File: src/rtl/alu_wide_seq.sv
// Multi-word add/sub sequencer: drives an external N-bit ALU one word
// per cycle, LSW first, chaining carry, and returns a wide result.
`ifndef ALU_ADD
`define ALU_ADD 7'h00
`endif

module alu_wide_seq #(
   parameter int N     = 8,
   parameter int WORDS = 4
) (
   input  logic             i_clk,
   input  logic             i_rst,
   input  logic             i_in_valid,
   output logic             o_in_ready,
   input  logic [N*WORDS-1:0] i_in_a,
   input  logic [N*WORDS-1:0] i_in_b,
   input  logic             i_in_sub,
   input  logic             i_in_cin,
   output logic             o_out_valid,
   input  logic             i_out_ready,
   output logic [N*WORDS-1:0] o_out_result,
   output logic             o_out_carry,
   output logic             o_out_overflow,
   output logic             o_out_sign,
   output logic             o_out_zero,
   output logic [N-1:0]     o_alu_a,
   output logic [N-1:0]     o_alu_b,
   output logic [6:0]       o_alu_op,
   output logic             o_alu_cin,
   input  logic [N-1:0]     i_alu_out,
   input  logic             i_alu_cout,
   input  logic             i_alu_overflow,
   input  logic             i_alu_sign,
   input  logic             i_alu_zero
);

   localparam int W  = N * WORDS;
   localparam int IW = $clog2(WORDS);

   typedef enum logic [1:0] {
      S_IDLE,
      S_RUN,
      S_DONE
   } state_t;

   state_t          r_state;
   state_t          w_next;
   logic [W-1:0]    r_a;
   logic [W-1:0]    r_b;
   logic [W-N-1:0]  r_part;
   logic [W-1:0]    r_res;
   logic [IW-1:0]   r_idx;
   logic            r_carry;
   logic            r_zacc;
   logic            r_cflag;
   logic            r_vflag;
   logic            r_sflag;
   logic            r_zflag;
   logic            w_last;
   logic            w_accept;

   assign w_last   = (r_idx == IW'(WORDS - 1));
   assign w_accept = (r_state == S_IDLE) && i_in_valid;

   always_ff @(posedge i_clk) begin
      if (i_rst) begin
         r_state <= S_IDLE;
      end else begin
         r_state <= w_next;
      end
   end

   always_comb begin
      w_next      = r_state;
      o_in_ready  = 1'b0;
      o_out_valid = 1'b0;
      o_alu_a     = '0;
      o_alu_b     = '0;
      o_alu_cin   = 1'b0;
      o_alu_op    = `ALU_ADD;
      unique case (r_state)
         S_IDLE: begin
            o_in_ready = 1'b1;
            if (i_in_valid) w_next = S_RUN;
         end
         S_RUN: begin
            o_alu_a   = r_a[r_idx*N +: N];
            o_alu_b   = r_b[r_idx*N +: N];
            o_alu_cin = r_carry;
            if (w_last) w_next = S_DONE;
         end
         S_DONE: begin
            o_out_valid = 1'b1;
            if (i_out_ready) w_next = S_IDLE;
         end
         default: w_next = S_IDLE;
      endcase
   end

   // Working words build in r_part; visible outputs update only on the last word
   always_ff @(posedge i_clk) begin
      if (i_rst) begin
         r_a     <= '0;
         r_b     <= '0;
         r_part  <= '0;
         r_res   <= '0;
         r_idx   <= '0;
         r_carry <= 1'b0;
         r_zacc  <= 1'b0;
         r_cflag <= 1'b0;
         r_vflag <= 1'b0;
         r_sflag <= 1'b0;
         r_zflag <= 1'b0;
      end else if (w_accept) begin
         r_a     <= i_in_a;
         r_b     <= i_in_b ^ {W{i_in_sub}};
         r_carry <= i_in_cin;
         r_idx   <= '0;
         r_zacc  <= 1'b1;
      end else if (r_state == S_RUN) begin
         r_carry <= i_alu_cout;
         r_zacc  <= r_zacc & i_alu_zero;
         if (w_last) begin
            r_idx   <= '0;
            r_res   <= {i_alu_out, r_part};
            r_cflag <= i_alu_cout;
            r_vflag <= i_alu_overflow;
            r_sflag <= i_alu_sign;
            r_zflag <= r_zacc & i_alu_zero;
         end else begin
            r_idx <= r_idx + 1'b1;
            r_part[r_idx*N +: N] <= i_alu_out;
         end
      end
   end

   assign o_out_result   = r_res;
   assign o_out_carry    = r_cflag;
   assign o_out_overflow = r_vflag;
   assign o_out_sign     = r_sflag;
   assign o_out_zero     = r_zflag;

endmodule

File: config.mk
export PLATFORM = sky130hd
export DESIGN_NAME = alu_wide_seq
export DESIGN_NICKNAME = d
export VERILOG_FILES = /design/src/rtl/alu_wide_seq.sv
export SDC_FILE = /design/constraint.sdc
export NUM_CORES = 1
export LEC_CHECK = 0
export ABC_AREA = 1
export CAP_MARGIN = 0
export CORE_AREA = 2 2 108 110
export DETAILED_ROUTE_END_ITERATION = 10
export DIE_AREA = 0 0 110 112
export PLACE_DENSITY = 0.9
export SYNTH_ARGS = -nofsm -noshare
export SYNTH_HDL_FRONTEND = slang
export SYNTH_SLANG_ARGS = --single-unit
File: constraint.sdc
create_clock -name i_clk -period 5.2 [get_ports i_clk]
set_input_delay 1.56 -clock i_clk [delete_from_list [all_inputs] [get_ports i_clk]]
set_output_delay 1.56 -clock i_clk [all_outputs]
set_load 0.02 [all_outputs]
==> results_slide.txt <==
Flow Results at a Glance

Global route
  – Grt total ovfl: 0
  – Global-route wire length before repair: 23600 um
  – Met2 Resource Use GR: 41.9%

Status
  – Outcome: complete, no violations

Yosys
  – Number of cell instances after yosys synthesis: 826
  – Most common cell in the netlist: sky130_fd_sc_hd__nor2_1
  – Cell type with the highest aggregate area in the netlist: sky130_fd_sc_hd__dfxtp_1
  – Count of library flops with an enable pin: 0
  – FA/HA/MAJ Cells, Area Fraction: 1.08%

Run
  – Number of warnings in the stage logs: 30

Critical path
  – Data arrival time at the worst-slack endpoint: 2.56 ns
  – R2R cell count: 7
  – Critical-path top delay cell: sky130_fd_sc_hd__inv_1
  – Worst EP required: 3.64 ns

Clock tree
  – Latest clock arrival within the worst-skew pair: 0.42 ns
  – Clock tree root driver cell: sky130_fd_sc_hd__clkbuf_16

Worst hold path
  – Worst Hold Endpoint: r_b[6]

Pwr
  – Power in the clock group: around 1.2 mW
  – Sequential fraction of design power: between 40% and 50%

Drt
  – Detailed Route Iter0 Violations: 367
  – Ratio of routed vias to standard cells: 5.08
  – Metal2 WL: 7440 um

Final timing
  – Final worst slack: ~1.1 ns

Place
  – HPWL after DPL: 9520 um

Final layout
  – Layout cell share with drive strength beyond 1: a little over 5%
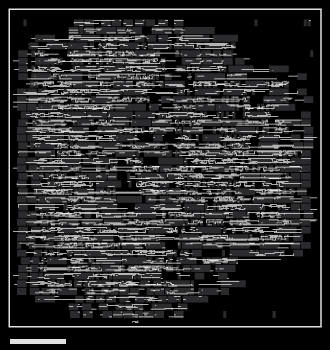
**Above:** M1 wires.
The bar under the picture is 20 um long. Cells faint in the background.
longest straight run = 32.2 um
share of all routed wire = 42%

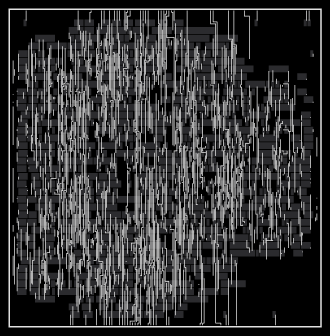
**Above:** met2 routing.
Cells faint in the background.
wire length on this layer = 7440 um
nets with wire on the layer = 805

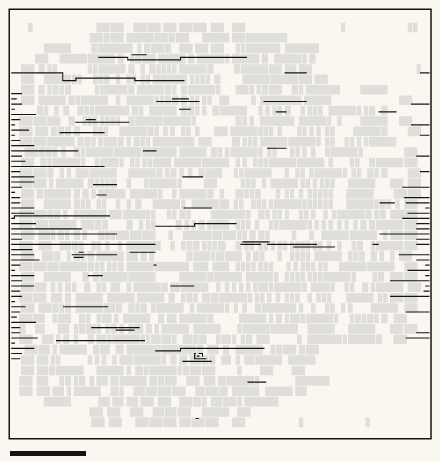
**Above:** M3 wires.
The bar under the picture is 20 um long. Cells faint in the background.
main direction = horizontal
share of all routed wire = 5.6%
wirelength, routed: 14600 um
global-route met3 utilization: 7.08%

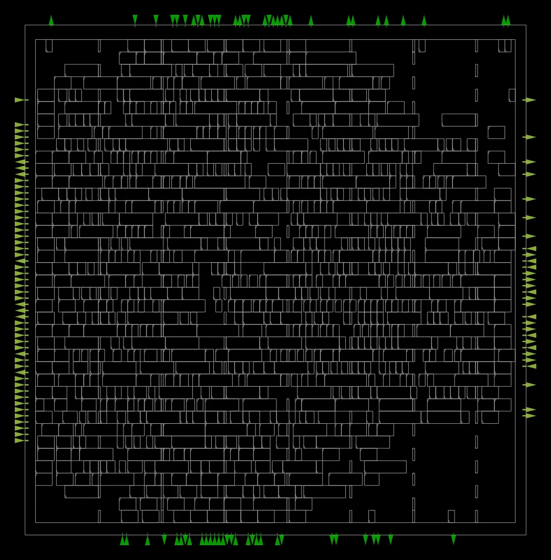
**Above:** placed standard cells.
Placeable Area: 11200 sq um
registers: 130
fin util: 68.9%
Cell Count, Final, Fillers Out: 1091
sequential cell area share: 33.8%

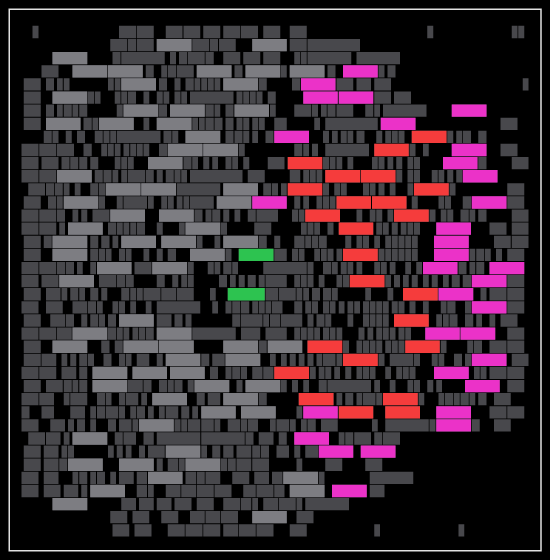
**Above:** where the registers sit.
Other sequential cells in the stronger gray, the rest of the logic in the fainter gray.
r_idx -> green  # sequential cells 2
r_part -> red  # sequential cells 24
o_out_result -> magenta  # sequential cells 32

No activity file was given, so power comes from the tool's default toggle rates.
